--- config.mk ---
export PLATFORM = sky130hd
export DESIGN_NAME = uart_rx_deser_cfg_flat
export DESIGN_NICKNAME = d
export VERILOG_FILES = /design/src/rtl/uart_rx_deser_cfg_if.sv /design/src/rtl/uart_rx_deser_cfg.sv /design/src/flat_wrapper.sv
export SDC_FILE = /design/constraint.sdc
export NUM_CORES = 1
export LEC_CHECK = 0
export ABC_AREA = 1
export CAP_MARGIN = 20
export CORE_MARGIN = 1.5
export CORE_UTILIZATION = 39
export DETAILED_ROUTE_END_ITERATION = 8
export GPL_ROUTABILITY_DRIVEN = 0
export GPL_TIMING_DRIVEN = 0
export SYNTH_ARGS = -nofsm -noshare
export SYNTH_HDL_FRONTEND = slang
export SYNTH_SLANG_ARGS = --single-unit
--- constraint.sdc ---
create_clock -name clk -period 4.4 [get_ports clk]
set_input_delay 0.88 -clock clk [delete_from_list [all_inputs] [get_ports clk]]
set_output_delay 0.88 -clock clk [all_outputs]
set_load 0.005 [all_outputs]
--- src/rtl/uart_rx_deser_cfg_if.sv ---
// Bus between the sampler/receive FSM and the UART receive deserializer.
// The master drives the bit stream and frame config; the slave returns the assembled word.
interface uart_rx_deser_cfg_if #(
  parameter int MAX_WIDTH  = 9,
  parameter int PRESCALE_W = 6,
  parameter int CNT_W      = 4
);
  logic                  sampled_bit;
  logic                  deser_en;
  logic [PRESCALE_W-1:0] prescale;
  logic [PRESCALE_W-1:0] edge_cnt;
  logic [CNT_W-1:0]      data_bits;
  logic                  lsb_first;
  logic [MAX_WIDTH-1:0]  p_data;
  logic                  data_valid;
  logic                  par_calc;
  logic                  busy;
  logic [CNT_W-1:0]      bit_cnt;

  modport master (
    output sampled_bit, deser_en, prescale, edge_cnt, data_bits, lsb_first,
    input  p_data, data_valid, par_calc, busy, bit_cnt
  );

  modport slave (
    input  sampled_bit, deser_en, prescale, edge_cnt, data_bits, lsb_first,
    output p_data, data_valid, par_calc, busy, bit_cnt
  );
endinterface

--- src/rtl/uart_rx_deser_cfg.sv ---
// UART receive deserializer: assembles 1..MAX_WIDTH bits per frame, LSB- or MSB-first,
// and presents a right-justified word with a one-cycle valid strobe and its XOR parity.
//
// state  | meaning
// S_IDLE | no bits captured yet in the current frame
// S_BUSY | frame in progress, at least one bit captured
module uart_rx_deser_cfg #(
  parameter int MAX_WIDTH  = 9,
  parameter int PRESCALE_W = 6,
  parameter int CNT_W      = 4
) (
  input  logic                clk,
  input  logic                rst,
  uart_rx_deser_cfg_if.slave  bus
);

  localparam logic [CNT_W-1:0] MAX_N = CNT_W'(MAX_WIDTH);

  typedef enum logic {S_IDLE, S_BUSY} state_t;

  state_t               state_q, state_d;
  logic [CNT_W-1:0]     bit_cnt_q, bit_cnt_d;
  logic [CNT_W-1:0]     nbits_q, cfg_nbits, nbits_eff, idx;
  logic                 lsb_q, lsb_eff;
  logic                 cap, first, last;
  logic [MAX_WIDTH-1:0] shadow_q, shadow_d, p_data_q;
  logic                 par_q, valid_q;

  // Config seen on the first cap of a frame is used directly, then held in nbits_q/lsb_q.
  always_comb begin
    cap       = bus.deser_en && (bus.edge_cnt == bus.prescale - PRESCALE_W'(1));
    cfg_nbits = (bus.data_bits == '0 || bus.data_bits > MAX_N) ? MAX_N : bus.data_bits;
    first     = (bit_cnt_q == '0);
    nbits_eff = first ? cfg_nbits : nbits_q;
    lsb_eff   = first ? bus.lsb_first : lsb_q;
    idx       = lsb_eff ? bit_cnt_q : nbits_eff - CNT_W'(1) - bit_cnt_q;
    shadow_d  = first ? '0 : shadow_q;
    for (int i = 0; i < MAX_WIDTH; i++) begin
      if (CNT_W'(i) == idx) shadow_d[i] = bus.sampled_bit;
    end
    last      = cap && (bit_cnt_q == nbits_eff - CNT_W'(1));
  end

  always_comb begin
    state_d   = state_q;
    bit_cnt_d = bit_cnt_q;
    if (!bus.deser_en) begin
      state_d   = S_IDLE;
      bit_cnt_d = '0;
    end else if (cap) begin
      if (last) begin
        state_d   = S_IDLE;
        bit_cnt_d = '0;
      end else begin
        state_d   = S_BUSY;
        bit_cnt_d = bit_cnt_q + CNT_W'(1);
      end
    end
  end

  always_ff @(posedge clk) begin
    if (rst) begin
      state_q   <= S_IDLE;
      bit_cnt_q <= '0;
      nbits_q   <= '0;
      lsb_q     <= 1'b0;
      shadow_q  <= '0;
      p_data_q  <= '0;
      par_q     <= 1'b0;
      valid_q   <= 1'b0;
    end else begin
      state_q   <= state_d;
      bit_cnt_q <= bit_cnt_d;
      valid_q   <= last;
      if (cap) shadow_q <= shadow_d;
      if (cap && first) begin
        nbits_q <= cfg_nbits;
        lsb_q   <= bus.lsb_first;
      end
      // The completed word includes the bit captured on this same edge.
      if (last) begin
        p_data_q <= shadow_d;
        par_q    <= ^shadow_d;
      end
    end
  end

  assign bus.p_data     = p_data_q;
  assign bus.data_valid = valid_q;
  assign bus.par_calc   = par_q;
  assign bus.busy       = (state_q == S_BUSY);
  assign bus.bit_cnt    = bit_cnt_q;

endmodule

--- src/flat_wrapper.sv ---
// flat-port wrapper written by rule: the top's interface ports become plain ports
module uart_rx_deser_cfg_flat 
#(
  parameter int MAX_WIDTH  = 9,
  parameter int PRESCALE_W = 6,
  parameter int CNT_W      = 4
)
  (clk, rst, bus_sampled_bit, bus_deser_en, bus_prescale, bus_edge_cnt, bus_data_bits, bus_lsb_first, bus_p_data, bus_data_valid, bus_par_calc, bus_busy, bus_bit_cnt);
  uart_rx_deser_cfg_if #(.MAX_WIDTH(MAX_WIDTH), .PRESCALE_W(PRESCALE_W), .CNT_W(CNT_W)) bus_i ();
  input  logic clk;
  input  logic rst;
  input wire logic [$bits(bus_i.sampled_bit)-1:0] bus_sampled_bit;
  input wire logic [$bits(bus_i.deser_en)-1:0] bus_deser_en;
  input wire logic [$bits(bus_i.prescale)-1:0] bus_prescale;
  input wire logic [$bits(bus_i.edge_cnt)-1:0] bus_edge_cnt;
  input wire logic [$bits(bus_i.data_bits)-1:0] bus_data_bits;
  input wire logic [$bits(bus_i.lsb_first)-1:0] bus_lsb_first;
  output wire logic [$bits(bus_i.p_data)-1:0] bus_p_data;
  output wire logic [$bits(bus_i.data_valid)-1:0] bus_data_valid;
  output wire logic [$bits(bus_i.par_calc)-1:0] bus_par_calc;
  output wire logic [$bits(bus_i.busy)-1:0] bus_busy;
  output wire logic [$bits(bus_i.bit_cnt)-1:0] bus_bit_cnt;
  assign bus_i.sampled_bit = bus_sampled_bit;
  assign bus_i.deser_en = bus_deser_en;
  assign bus_i.prescale = bus_prescale;
  assign bus_i.edge_cnt = bus_edge_cnt;
  assign bus_i.data_bits = bus_data_bits;
  assign bus_i.lsb_first = bus_lsb_first;
  assign bus_p_data = bus_i.p_data;
  assign bus_data_valid = bus_i.data_valid;
  assign bus_par_calc = bus_i.par_calc;
  assign bus_busy = bus_i.busy;
  assign bus_bit_cnt = bus_i.bit_cnt;
  uart_rx_deser_cfg #(.MAX_WIDTH(MAX_WIDTH), .PRESCALE_W(PRESCALE_W), .CNT_W(CNT_W)) u_core (.clk(clk), .rst(rst), .bus(bus_i));
endmodule
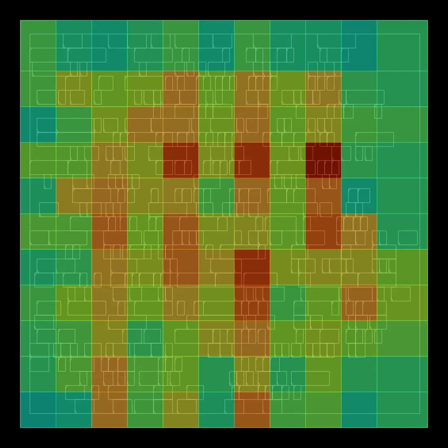
congestion_map.png
routed len/inst: 11.5 um
GRT Util Overall: 19.4%
met3 GRT Util: 3.68%

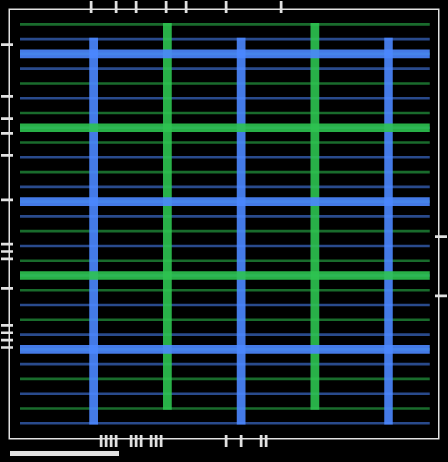
floorplan.png
The bar under the picture is 20 um long. Pins as bars on the die edge.
VDD: drawn in green. VSS: drawn in blue.
37 signal pins sit on the boundary. 5 straps on met5. 5 straps on met4. 28 met1 rails follow the rows. The core has 27 rows.
Die W: 78.8 um
VDD IR max: 0.000164 V
die height: 78.8 um
core area: 5540 um2

==> Changelog: implementation <==
## Implementation

- Status: complete, no violations
- DRT Wirelength: 5.40 mm
- First drt pass iteration count: 5
- CTS tree: done
- I/O pins: 37
- WP data arrival: approximately 4100 ps
- Post-route cell area: about 2800 um2
- Unrepaired setup endpoints after global routing: no
- Setup-failing EPs final: 0
- Least-Margin Pin Slew: around 700 ps
- Synthesized instance count: ~350
- Number of vias per cell: 4.69
- Min-delay src: u_core.nbits_q[1]
- Initial drt markers: 120
- Worst skew pair latency: about 280 ps
- Warnings from Yosys: 0
- Congestion Overflow GR: 0
- Worst r2r src: u_core.bus.bit_cnt[1]
- Crit path from: bus_data_bits[3]
- CP endpoint kind: flop
- CP max FO: 5
- Hold crit path type: reg -> reg
- Synth top area share: 26.8%
- Mapped Nets: 382
- Worst path max stage delay: a little over 500 ps
- Largest net degree at the start of global routing: 12
- Sink Count: 30
- Worst hold stages: 2
- Die ar.: 6210 um2
- Cell area after synthesis: 2240 um2
- WP buf/inv: 7
- Post-route clock skew: 7.70 ps
- Clk slew on worst S/H paths: 70 ps
- Top area cell types: dfxtp_1, nand2_1, inv_1
- Fp util: 40.4%
- Delay-heaviest family, CP: simple AND/OR/NAND/NOR gates
- Vias: approximately 2200
- Global-route wire length before repair: between 9 and 10 mm
- Register-to-Register Path Depth: 26
- Final period demand of the worst path: 3960 ps
- Diodes inserted: 0
- Dominant cell type by area after synthesis: dfxtp_1
- Final HPWL DP: 4.21 mm
- Cells after DPL: 461
- Area delta synth->final: 24.9%
- MaxCap Viol Count: 0
- CP Depth: 26
- Cell variety after synth: 36
- Non-filler cells, final: 469
- CP required: between 4000 and 5000 ps
- Worst path slowest cell: clkdlybuf4s50_1
- Routed length on met1: 2.92 mm
- Ys flop type: dfxtp_1
- Clock root buffer: clkbuf_8
- Hold_ws: 474 ps
- Share of layout cells above drive strength 1: 10.3%
- CTS buffer count: 5
- Flops after synth: 30
- Syn avg cell area: 6.33 um2
- WL met2: 2.28 mm
- Post-DRT Antenna Nets: 0
- NumNets Final: 424
- Postcts setup bufs: 0
- Std cell rows: 27
- Pwr dens: approximately 250 nW/um2
- Final number of hold-violating endpoints: 0
- Worst setup path class: in -> reg
- Final worst-path cycle share: 90.0%
- OpenROAD warnings: 27
- Crit-path most repeated cell: nand2_1
- DR DRC count: 0
- Setup ws final: 438 ps
- Met3 WL: 176 um
- Initial antenna violation count: 0
- Clock H-tree levels: 2
- Top layer in use: met4
- IO Port Bufs: 35
- Startpoint class of the critical path: primary input
- Yosys stat area: 2240 um2
- Synth Seq Share: 26.8%
- Pwr Total: 0.701 mW
- Vias in the first global route: 2057
- Final count of pins violating max slew: 0
- Number of cells in Yosys stat: 354
- Final core occ: 50.5%
- Leak: 1.32 nW
- Setup_tns: 0 ps
- Async SR Flop Fraction: 0%
- Slew margin rel.: between 50% and 60%
- Number of enable flip-flop cells: 0
- Place WS: approximately 110 ps
- Longest Clk Path Bufs: 2
- Max Fclk: 252 MHz
- Placed Area: 2680 um2
[kinds of logic after synthesis]
| group | share of synthesized area (%) |
|---|---|
| AOI/OAI and AO/OA | 13.2 |
| xor gates and xnor gates | 4.69 |
| adders and majority gates | 4.24 |
| buffers and inverters | 14.0 |
| DFF | 26.8 |
| and+or+nand+nor | 37.1 |
[metal layers]
layer	vias up	track usage, %
li1	1211	-
met1	954	27.5
met2	34	29.9
met3	2	3.68
met4	0	4.82
met5	-	0
[what timing repair did]
action | in CTS | in global routing
endpoints found under the setup margin | 0 | 1
hold buffers | 0 | 0
gates resized | 0 | 1
[placed cells by master, fill, tap and decap left out, types with 6 or more instances in the layout]
| master | n |
|---|---|
| a21oi_1 | 13 |
| clkdlybuf4s50_1 | 35 |
| dfxtp_1 | 30 |
| ha_1 | 6 |
| inv_1 | 58 |
| inv_2 | 7 |
| nand2_1 | 89 |
| nand3_1 | 27 |
| nand4_1 | 13 |
| nor2_1 | 35 |
| o211ai_1 | 8 |
| o21ai_0 | 17 |
| xor2_1 | 7 |
[registers in the layout, summed over array words and instances (netlist names)]
name                   flops
u_core.bus.p_data          9
u_core.shadow_q            9
u_core.bus.bit_cnt         4
u_core.nbits_q             4
u_core.bus.busy            1
u_core.bus.data_valid      1
u_core.bus.par_calc        1
u_core.lsb_q               1
[worst paths after layout]
kind	to	slack, ps
max	u_core.bus.par_calc	440
min	u_core.nbits_q[1]	470
max reg2reg	u_core.bus.par_calc	630
min reg2reg	u_core.nbits_q[1]	470
[layout make-up]
class | instances | area (um2)
Buffer | 9 | 56.3
Clock buffer | 5 | 68.8
Clock inverter | 3 | 45.0
Fill cell | 585 | 2740
Inverter | 68 | 258
Multi-Input combinational cell | 247 | 1330
Sequential cell | 30 | 601
Tap cell | 72 | 90.1
Timing Repair Buffer | 35 | 350
[synthesized netlist by cell type (2+ instances only)]
cell type,n
a211oi_1,2
a21oi_1,13
buf_2,3
buf_6,2
clkbuf_1,3
clkinv_1,2
dfxtp_1,30
ha_1,6
inv_1,58
inv_2,7
nand2_1,89
nand2_2,5
nand3_1,27
nand3_2,3
nand4_1,13
nor2_1,35
nor3_2,2
o211ai_1,8
o21ai_0,17
o21ai_2,3
xnor2_1,5
xor2_1,7
[power breakdown]
| part | leakage [nW] | internal (mW) | switching, mW |
|---|---|---|---|
| registers | 0.242 | 0.274 | 0.00131 |
| logic | 1.03 | 0.0578 | 0.0843 |
| clock network | 0.0504 | 0.168 | 0.115 |
[worst register-to-register path: stages (launching register included)]
cell	delay (ps)
dfxtp_1	500
inv_1	170
ha_1	260
nand3_4	120
inv_2	110
nand3_1	100
nand2_1	100
inv_2	90
nand3_1	70
nand2_1	90
inv_1	60
fa_1	460
or2_1	250
o21ai_2	130
inv_4	90
nor2_4	140
nand4_1	110
nand2_1	130
nand2_1	80
nand2_2	90
clkinv_1	80
nand2_1	70
nand3_2	80
nand3_1	90
nand3_1	90
nand2_1	70
inv_1	30
No activity file was given, so power comes from the tool's default toggle rates.
